$ cat src/rtl/alu_op_sequencer_if.sv
// Request/result port group between the control unit and alu_op_sequencer.
// master: control unit side; slave: sequencer side.
interface alu_op_sequencer_if;
  logic        req_valid;
  logic        req_ready;
  logic [4:0]  req_op;
  logic [31:0] req_y;
  logic [31:0] req_b;
  logic [31:0] res_hi;
  logic [31:0] res_lo;
  logic        done;
  logic        err;

  modport master (
    output req_valid, req_op, req_y, req_b,
    input  req_ready, res_hi, res_lo, done, err
  );

  modport slave (
    input  req_valid, req_op, req_y, req_b,
    output req_ready, res_hi, res_lo, done, err
  );
endinterface

$ cat src/rtl/alu_op_sequencer.sv
// alu_op_sequencer: accepts one ALU operation at a time, holds the ALU
// operands stable, waits one cycle (or for divider completion on DIV),
// captures Zhigh/Zlo into HI/LO and pulses done.
// Optional feature macro: ALU_SEQ_DIV_WATCHDOG_EN (DIV_WAIT timeout after
// DIV_TIMEOUT cycles; abandon writes zero results and raises err).
module alu_op_sequencer #(
  parameter int unsigned DIV_TIMEOUT = 64
) (
  input  logic              clk,
  input  logic              reset,
  alu_op_sequencer_if.slave ctl,
  output logic [4:0]        alu_op_sel,
  output logic [31:0]       alu_y,
  output logic [31:0]       alu_b,
  output logic              alu_div_clr,
  input  logic [31:0]       alu_zhigh,
  input  logic [31:0]       alu_zlo,
  input  logic              alu_calc_finished
);

  localparam logic [4:0] OP_ADD = 5'b00011;
  localparam logic [4:0] OP_DIV = 5'b01111;

  if (DIV_TIMEOUT < 2 || DIV_TIMEOUT > 255) begin : g_timeout_range
    $error("alu_op_sequencer: DIV_TIMEOUT must be within 2..255");
  end

  typedef enum logic [2:0] {
    S_IDLE,
    S_EXEC,
    S_DIV_CLR,
    S_DIV_WAIT,
    S_DONE
  } state_t;

  state_t      r_state;
  logic        r_ready;
  logic        r_done;
  logic        r_div_clr;
  logic        r_first;
  logic [4:0]  r_op;
  logic [31:0] r_y;
  logic [31:0] r_b;
  logic [31:0] r_hi;
  logic [31:0] r_lo;

`ifdef ALU_SEQ_DIV_WATCHDOG_EN
  localparam logic [7:0] LP_TIMEOUT = 8'(DIV_TIMEOUT);
  logic [7:0] r_cnt;
  logic [7:0] w_cnt_inc;
  logic       r_err;
  assign w_cnt_inc = r_cnt + 8'd1;
`endif

  // Sequencer FSM: handshake, operand registers, result capture, done/err pulses.
  always_ff @(posedge clk or negedge reset) begin
    if (!reset) begin
      r_state   <= S_IDLE;
      r_ready   <= 1'b1;
      r_done    <= 1'b0;
      r_div_clr <= 1'b0;
      r_first   <= 1'b0;
      r_op      <= OP_ADD;
      r_y       <= '0;
      r_b       <= '0;
      r_hi      <= '0;
      r_lo      <= '0;
`ifdef ALU_SEQ_DIV_WATCHDOG_EN
      r_cnt     <= '0;
      r_err     <= 1'b0;
`endif
    end else begin
      r_done    <= 1'b0;
      r_div_clr <= 1'b0;
      case (r_state)
        S_IDLE: begin
          if (ctl.req_valid) begin
            r_op    <= ctl.req_op;
            r_y     <= ctl.req_y;
            r_b     <= ctl.req_b;
            r_ready <= 1'b0;
`ifdef ALU_SEQ_DIV_WATCHDOG_EN
            r_err   <= 1'b0;
`endif
            if (ctl.req_op == OP_DIV) begin
              r_div_clr <= 1'b1;
              r_state   <= S_DIV_CLR;
            end else begin
              r_state   <= S_EXEC;
            end
          end
        end
        S_EXEC: begin
          r_hi    <= alu_zhigh;
          r_lo    <= alu_zlo;
          r_done  <= 1'b1;
          r_state <= S_DONE;
        end
        S_DIV_CLR: begin
          r_first <= 1'b1;
`ifdef ALU_SEQ_DIV_WATCHDOG_EN
          r_cnt   <= '0;
`endif
          r_state <= S_DIV_WAIT;
        end
        S_DIV_WAIT: begin
          r_first <= 1'b0;
          // Completion is tested before expiry so a same-cycle finish still captures.
          if (!r_first && alu_calc_finished) begin
            r_hi    <= alu_zhigh;
            r_lo    <= alu_zlo;
            r_done  <= 1'b1;
            r_state <= S_DONE;
          end
`ifdef ALU_SEQ_DIV_WATCHDOG_EN
          else if (w_cnt_inc == LP_TIMEOUT) begin
            r_hi    <= '0;
            r_lo    <= '0;
            r_err   <= 1'b1;
            r_done  <= 1'b1;
            r_state <= S_DONE;
          end else begin
            r_cnt   <= w_cnt_inc;
          end
`endif
        end
        S_DONE: begin
          r_ready <= 1'b1;
          r_state <= S_IDLE;
        end
        default: begin
          r_ready <= 1'b1;
          r_state <= S_IDLE;
        end
      endcase
    end
  end

  assign ctl.req_ready = r_ready;
  assign ctl.res_hi    = r_hi;
  assign ctl.res_lo    = r_lo;
  assign ctl.done      = r_done;
`ifdef ALU_SEQ_DIV_WATCHDOG_EN
  assign ctl.err       = r_err;
`else
  assign ctl.err       = 1'b0;
`endif
  assign alu_op_sel    = r_op;
  assign alu_y         = r_y;
  assign alu_b         = r_b;
  assign alu_div_clr   = r_div_clr;

endmodule

$ cat src/flat_wrapper.sv
// flat-port wrapper written by rule: the top's interface ports become plain ports
module alu_op_sequencer_flat 
#(
  parameter int unsigned DIV_TIMEOUT = 64
)
  (clk, reset, alu_op_sel, alu_y, alu_b, alu_div_clr, alu_zhigh, alu_zlo, alu_calc_finished, ctl_req_valid, ctl_req_op, ctl_req_y, ctl_req_b, ctl_req_ready, ctl_res_hi, ctl_res_lo, ctl_done, ctl_err);
  alu_op_sequencer_if ctl_i ();
  input  logic clk;
  input  logic reset;
  output logic [4:0] alu_op_sel;
  output logic [31:0] alu_y;
  output logic [31:0] alu_b;
  output logic alu_div_clr;
  input  logic [31:0] alu_zhigh;
  input  logic [31:0] alu_zlo;
  input  logic alu_calc_finished;
  input wire logic [$bits(ctl_i.req_valid)-1:0] ctl_req_valid;
  input wire logic [$bits(ctl_i.req_op)-1:0] ctl_req_op;
  input wire logic [$bits(ctl_i.req_y)-1:0] ctl_req_y;
  input wire logic [$bits(ctl_i.req_b)-1:0] ctl_req_b;
  output wire logic [$bits(ctl_i.req_ready)-1:0] ctl_req_ready;
  output wire logic [$bits(ctl_i.res_hi)-1:0] ctl_res_hi;
  output wire logic [$bits(ctl_i.res_lo)-1:0] ctl_res_lo;
  output wire logic [$bits(ctl_i.done)-1:0] ctl_done;
  output wire logic [$bits(ctl_i.err)-1:0] ctl_err;
  assign ctl_i.req_valid = ctl_req_valid;
  assign ctl_i.req_op = ctl_req_op;
  assign ctl_i.req_y = ctl_req_y;
  assign ctl_i.req_b = ctl_req_b;
  assign ctl_req_ready = ctl_i.req_ready;
  assign ctl_res_hi = ctl_i.res_hi;
  assign ctl_res_lo = ctl_i.res_lo;
  assign ctl_done = ctl_i.done;
  assign ctl_err = ctl_i.err;
  alu_op_sequencer #(.DIV_TIMEOUT(DIV_TIMEOUT)) u_core (.clk(clk), .reset(reset), .ctl(ctl_i), .alu_op_sel(alu_op_sel), .alu_y(alu_y), .alu_b(alu_b), .alu_div_clr(alu_div_clr), .alu_zhigh(alu_zhigh), .alu_zlo(alu_zlo), .alu_calc_finished(alu_calc_finished));
endmodule
$ cat config.mk
export PLATFORM = sky130hd
export DESIGN_NAME = alu_op_sequencer_flat
export DESIGN_NICKNAME = d
export VERILOG_FILES = /design/src/rtl/alu_op_sequencer_if.sv /design/src/rtl/alu_op_sequencer.sv /design/src/flat_wrapper.sv
export SDC_FILE = /design/constraint.sdc
export NUM_CORES = 1
export LEC_CHECK = 0
export CORE_UTILIZATION = 40
export CTS_CLUSTER_SIZE = 14
export DETAILED_ROUTE_END_ITERATION = 7
export GPL_TIMING_DRIVEN = 0
export PLACE_DENSITY = 0.8
export SLEW_MARGIN = 20
export SYNTH_ARGS = -nofsm -noshare
export SYNTH_HDL_FRONTEND = slang
export SYNTH_SLANG_ARGS = --single-unit
$ cat constraint.sdc
create_clock -name clk -period 1.6 [get_ports clk]
set_input_delay 0.4 -clock clk [delete_from_list [all_inputs] [get_ports clk]]
set_output_delay 0.4 -clock clk [all_outputs]
set_load 0.01 [all_outputs]
run_1/layer_met1.png
Bar = 20 um.
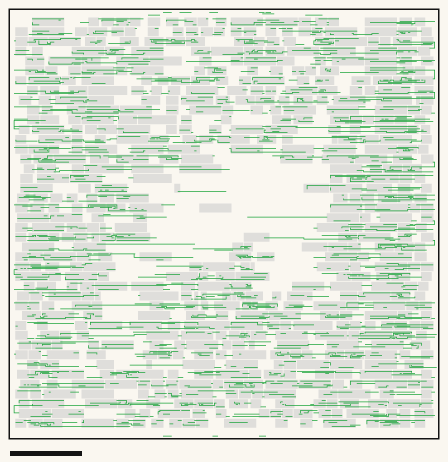
main direction	horizontal
longest straight run	40.9 um
wire length on this layer	5,800 um
share of all routed wire	39%

run_1/layer_met2.png
Bar = 20 um.
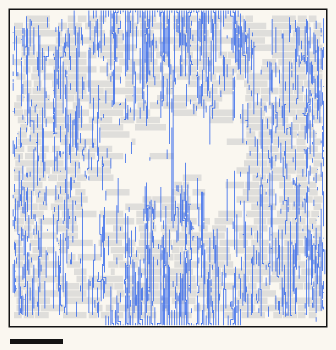
longest straight run	59.5 um
main direction	vertical
share of all routed wire	52%
wire length on this layer	7,590 um

run_1/layer_met3.png
Bar = 20 um.
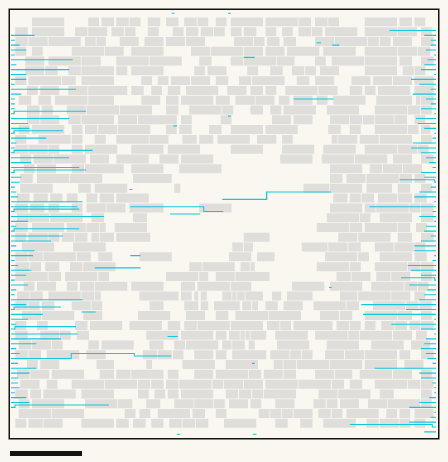
main direction	horizontal
wire length on this layer	1,090 um

run_1/layer_met4.png
Bar = 20 um.
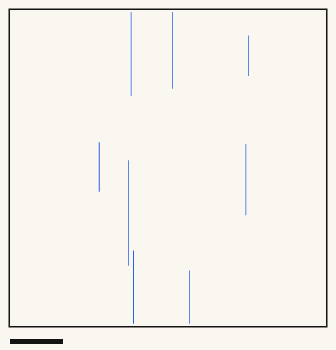
main direction	vertical
wire length on this layer	206 um
nets with wire on the layer	6

==> flow_metrics.env, run 1 <==
# source this file to load flow results
export IMPL_status="finished, violations left"
export IMPL_violations="setup timing"
export IMPL_p_clk_share_pct=23.6
export IMPL_die_x_um=118.9
export IMPL_setup_slack_ns=-0.06733
export IMPL_grt_pass1_vias=4167
export IMPL_crit_path_top_delay_cell="clkdlybuf4s50_1"
export IMPL_insertion_delay_ns=0.41
export IMPL_synthArstFlopShare_pct=100.0
export IMPL_crit_chain="clkdlybuf4s50_1 > nor2b_4 > o211a_4 > bufbuf_16 > buf_4 > mux2_2"
export IMPL_root_buffer="clkbuf_16"
export IMPL_fin_crit_ns=1.667
export IMPL_setup_viol=27
export IMPL_mux_share_pct=30.76
export IMPL_drt_total_wl_mm=14.69
export IMPL_wl_met2_mm=7.589
export IMPL_p_leak_nw=4.408
export IMPL_reg2reg_depth=5
export IMPL_top_cells_by_count="dfrtp_1 (137), mux2_2 (78), mux2_4 (49), buf_4 (8), mux2_1 (6)"
export IMPL_synth_warnings=0
run 1: worst max-delay path: cells and delay by family:
kind | cells | cell delay (ns)
muxes | 1 | 0.32
and+or+nand+nor | 1 | 0.18
AOI/OAI and AO/OA | 1 | 0.20
buffers and inverters | 3 | 0.85
run 1: layout by cell type (no fill, tap or decap), types with 2 or more instances in the layout:
master	instances
nor2_1	3
buf_12	7
mux2_2	32
buf_8	7
o21ai_0	2
dlygate4sd2_1	133
mux2_4	101
buf_2	3
bufinv_16	6
dfrtp_1	136
clkbuf_8	4
clkdlybuf4s50_1	134
buf_4	7
dfstp_2	3
clkinv_2	3
inv_2	2
o31ai_1	2
clkbuf_16	21
run 1: layout make-up:
type	instances	area, um2	share of cell area (%)
Timing Repair Buffer	286	2784	29.44
Inverter	2	7.507	0.07939
Tap cell	176	220.2	2.329
Sequential cell	140	3508	37.10
Buffer	14	229.0	2.421
Clock inverter	11	211.5	2.236
Multi-Input combinational cell	150	2016	21.32
Clock buffer	21	480.5	5.081
run 1: power by group through the flow:
stage / Combinational, W / Sequential (W) / Clock (W)
2_1_floorplan: 0.00307 / 0.00712 / 0
3_3_place_gp: 0.00830 / 0.00631 / 0
3_5_place_dp: 0.00848 / 0.00639 / 0
4_1_cts: 0.00755 / 0.00631 / 0.00460
5_1_grt: 0.00870 / 0.00657 / 0.00477
6_report: 0.00825 / 0.00636 / 0.00451
run 1: worst min path at each step:
stage	cells after the start	slack [ns]	startpoint	endpoint
final	4	0.46	ctl_req_valid	u_core.r_state[1]
after global routing	4	0.46	ctl_req_valid	u_core.r_state[1]
after CTS	1	0.48	u_core.alu_b[24]	u_core.alu_b[24]
after detailed placement	1	0.38	reset	u_core.alu_b[8]
after global placement	1	0.47	u_core.alu_b[29]	u_core.alu_b[29]
after floorplan	0	0.10	reset	u_core.alu_b[0]
run_1/congestion.png
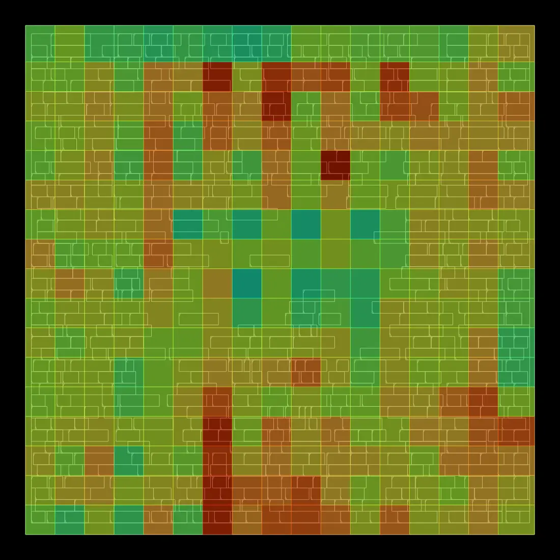

## Run 2: what changed since run 1
--- a/config.mk
+++ b/config.mk
@@ -5,11 +5,14 @@
 export SDC_FILE = /design/constraint.sdc
 export NUM_CORES = 1
 export LEC_CHECK = 0
-export CORE_UTILIZATION = 40
+export CELL_PAD_IN_SITES_DETAIL_PLACEMENT = 1
+export CELL_PAD_IN_SITES_GLOBAL_PLACEMENT = 1
+export CORE_ASPECT_RATIO = 2
+export CORE_UTILIZATION = 32
 export CTS_CLUSTER_SIZE = 14
 export DETAILED_ROUTE_END_ITERATION = 7
 export GPL_TIMING_DRIVEN = 0
-export PLACE_DENSITY = 0.8
+export PLACE_DENSITY = 0.81
 export SLEW_MARGIN = 20
 export SYNTH_ARGS = -nofsm -noshare
 export SYNTH_HDL_FRONTEND = slang
run_2/congestion.png
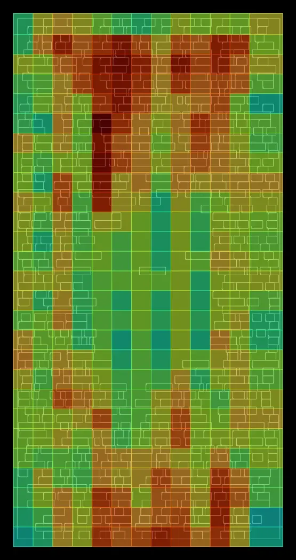
GR Layer Usage met2: 41.11%
Wirelength per Cell: 21.13 um
busiest grt layer: met2
grt met3 use: 4.350%
fin util: 54.37%

==> run 2 against run 1 <==
- the run now ends clean
- flip-flop count is the same
- critical path type is now flop to output pin
- clock power shrank 16%
- first-iteration DRC count is 59% lower
- final area fell by 3.6%
- setup slack improved by 0.11 ns
- sequential share of layout area is 1.4 points higher
- utilization shrank 17 points
- highest routed layer unchanged
- register-to-register slack improved by 0.04 ns
- clock-buffer cell count up 2
- final cell count rose by 3.9%
- sequential power barely moved
==> flow_metrics.env, run 2 <==
# source this file to load flow results
export IMPL_status="finished clean"
export IMPL_p_leak_nw=4.116
export IMPL_crit_cells=1
export IMPL_drt_total_wl_mm=17.56
export IMPL_p_clk_share_pct=21.0
export IMPL_ys_seq_share_pct=64.16
export IMPL_top_logic_kind="multiplexers"
export IMPL_setup_viol=0
export IMPL_fin_crit_ns=1.557
export IMPL_synthArstFlopShare_pct=100.0
export IMPL_synth_warnings=0
export IMPL_insertion_delay_ns=0.41
export IMPL_openroad_warnings=27
export IMPL_top_cells_by_count="dfrtp_1 (137), mux2_2 (78), mux2_4 (49), buf_4 (8), mux2_1 (6)"
export IMPL_critPathTopFamily="flip-flops"
export IMPL_mux_share_pct=30.76
export IMPL_holdPathStages=1
export IMPL_worstHoldStart="u_core.alu_b[29]"
export IMPL_reg2reg_depth=5
export IMPL_lay_top_count="dfrtp_1"
export IMPL_first_iter_violations=49
export IMPL_grt_pass1_vias=4787
export IMPL_root_buffer="clkbuf_16"
export IMPL_crit_chain="dlygate4sd2_1"
export IMPL_crit_path_top_delay_cell="dfrtp_1"
run_2/layer_met2.png
Bar = 20 um.
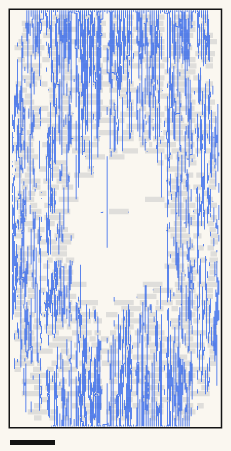
main direction	vertical
longest straight run	64.8 um

[run 2: netlist changes by cell type in the layout (fill, tap and decap cells not counted), moves of 2 or more]
cell,before,now
mux2_4,101,50
mux2_2,32,77
mux2_1,0,6
clkbuf_1,0,5
bufinv_16,6,2
clkbuf_16,21,17
clkbuf_8,4,1
clkinv_2,3,6
buf_16,1,3
buf_4,7,5
buf_6,1,3
[run 2: final cells by class]
class                   instances  area, um2  area share (%)
diodes                          1      2.502         0.02745
plain buffers                  15      225.2           2.470
clock buffers                  23      457.9           5.023
clock inverters                 9      97.59           1.071
inverters                       2      7.507         0.08235
multi-input cells             150       1819           19.96
flip-flops and latches        140       3508           38.48
well taps                     207      259.0           2.841
repair buffers                284       2739           30.04
[run 2: power groups by stage]
stage	Sequential, W	Combinational [W]	Clock (W)
after global placement	0.00629	0.00842	0
after floorplan	0.00712	0.00307	0
final	0.00637	0.00789	0.00379
after CTS	0.00636	0.00809	0.00389
after detailed placement	0.00646	0.00868	0
after global routing	0.00659	0.00841	0.00403
[run 2: what timing repair did]
item,4_1_cts,5_1_grt
gates cloned,4,0
setup buffers,9,0
endpoints found under the hold margin,54,0
hold buffers,1,0
pin swaps,2,1
resized,166,9
endpoints found under the setup margin,263,78
[run 2: per-layer routing]
| metal | share of wire (%) | vias to the layer above | routed length (um) |
|---|---|---|---|
| li1 | - | 1684 | - |
| met3 | 4.8 | 51 | 849 |
| met1 | 29 | 1923 | 5123 |
| met4 | 5.9 | 0 | 1036 |
| met2 | 60 | 187 | 10550 |
| met5 | 0 | - | 0 |
[run 2: cells by family (layout without fill, tap and decap cells)]
logic type             count (synthesis)  after routing
buffers and inverters                 17            333
and+or+nand+nor                        9              9
other                                  1              2
muxes                                133            133
AOI/OAI and AO/OA                      7              7
DFF                                  140            140
Power and IR drop assume default switching activity.
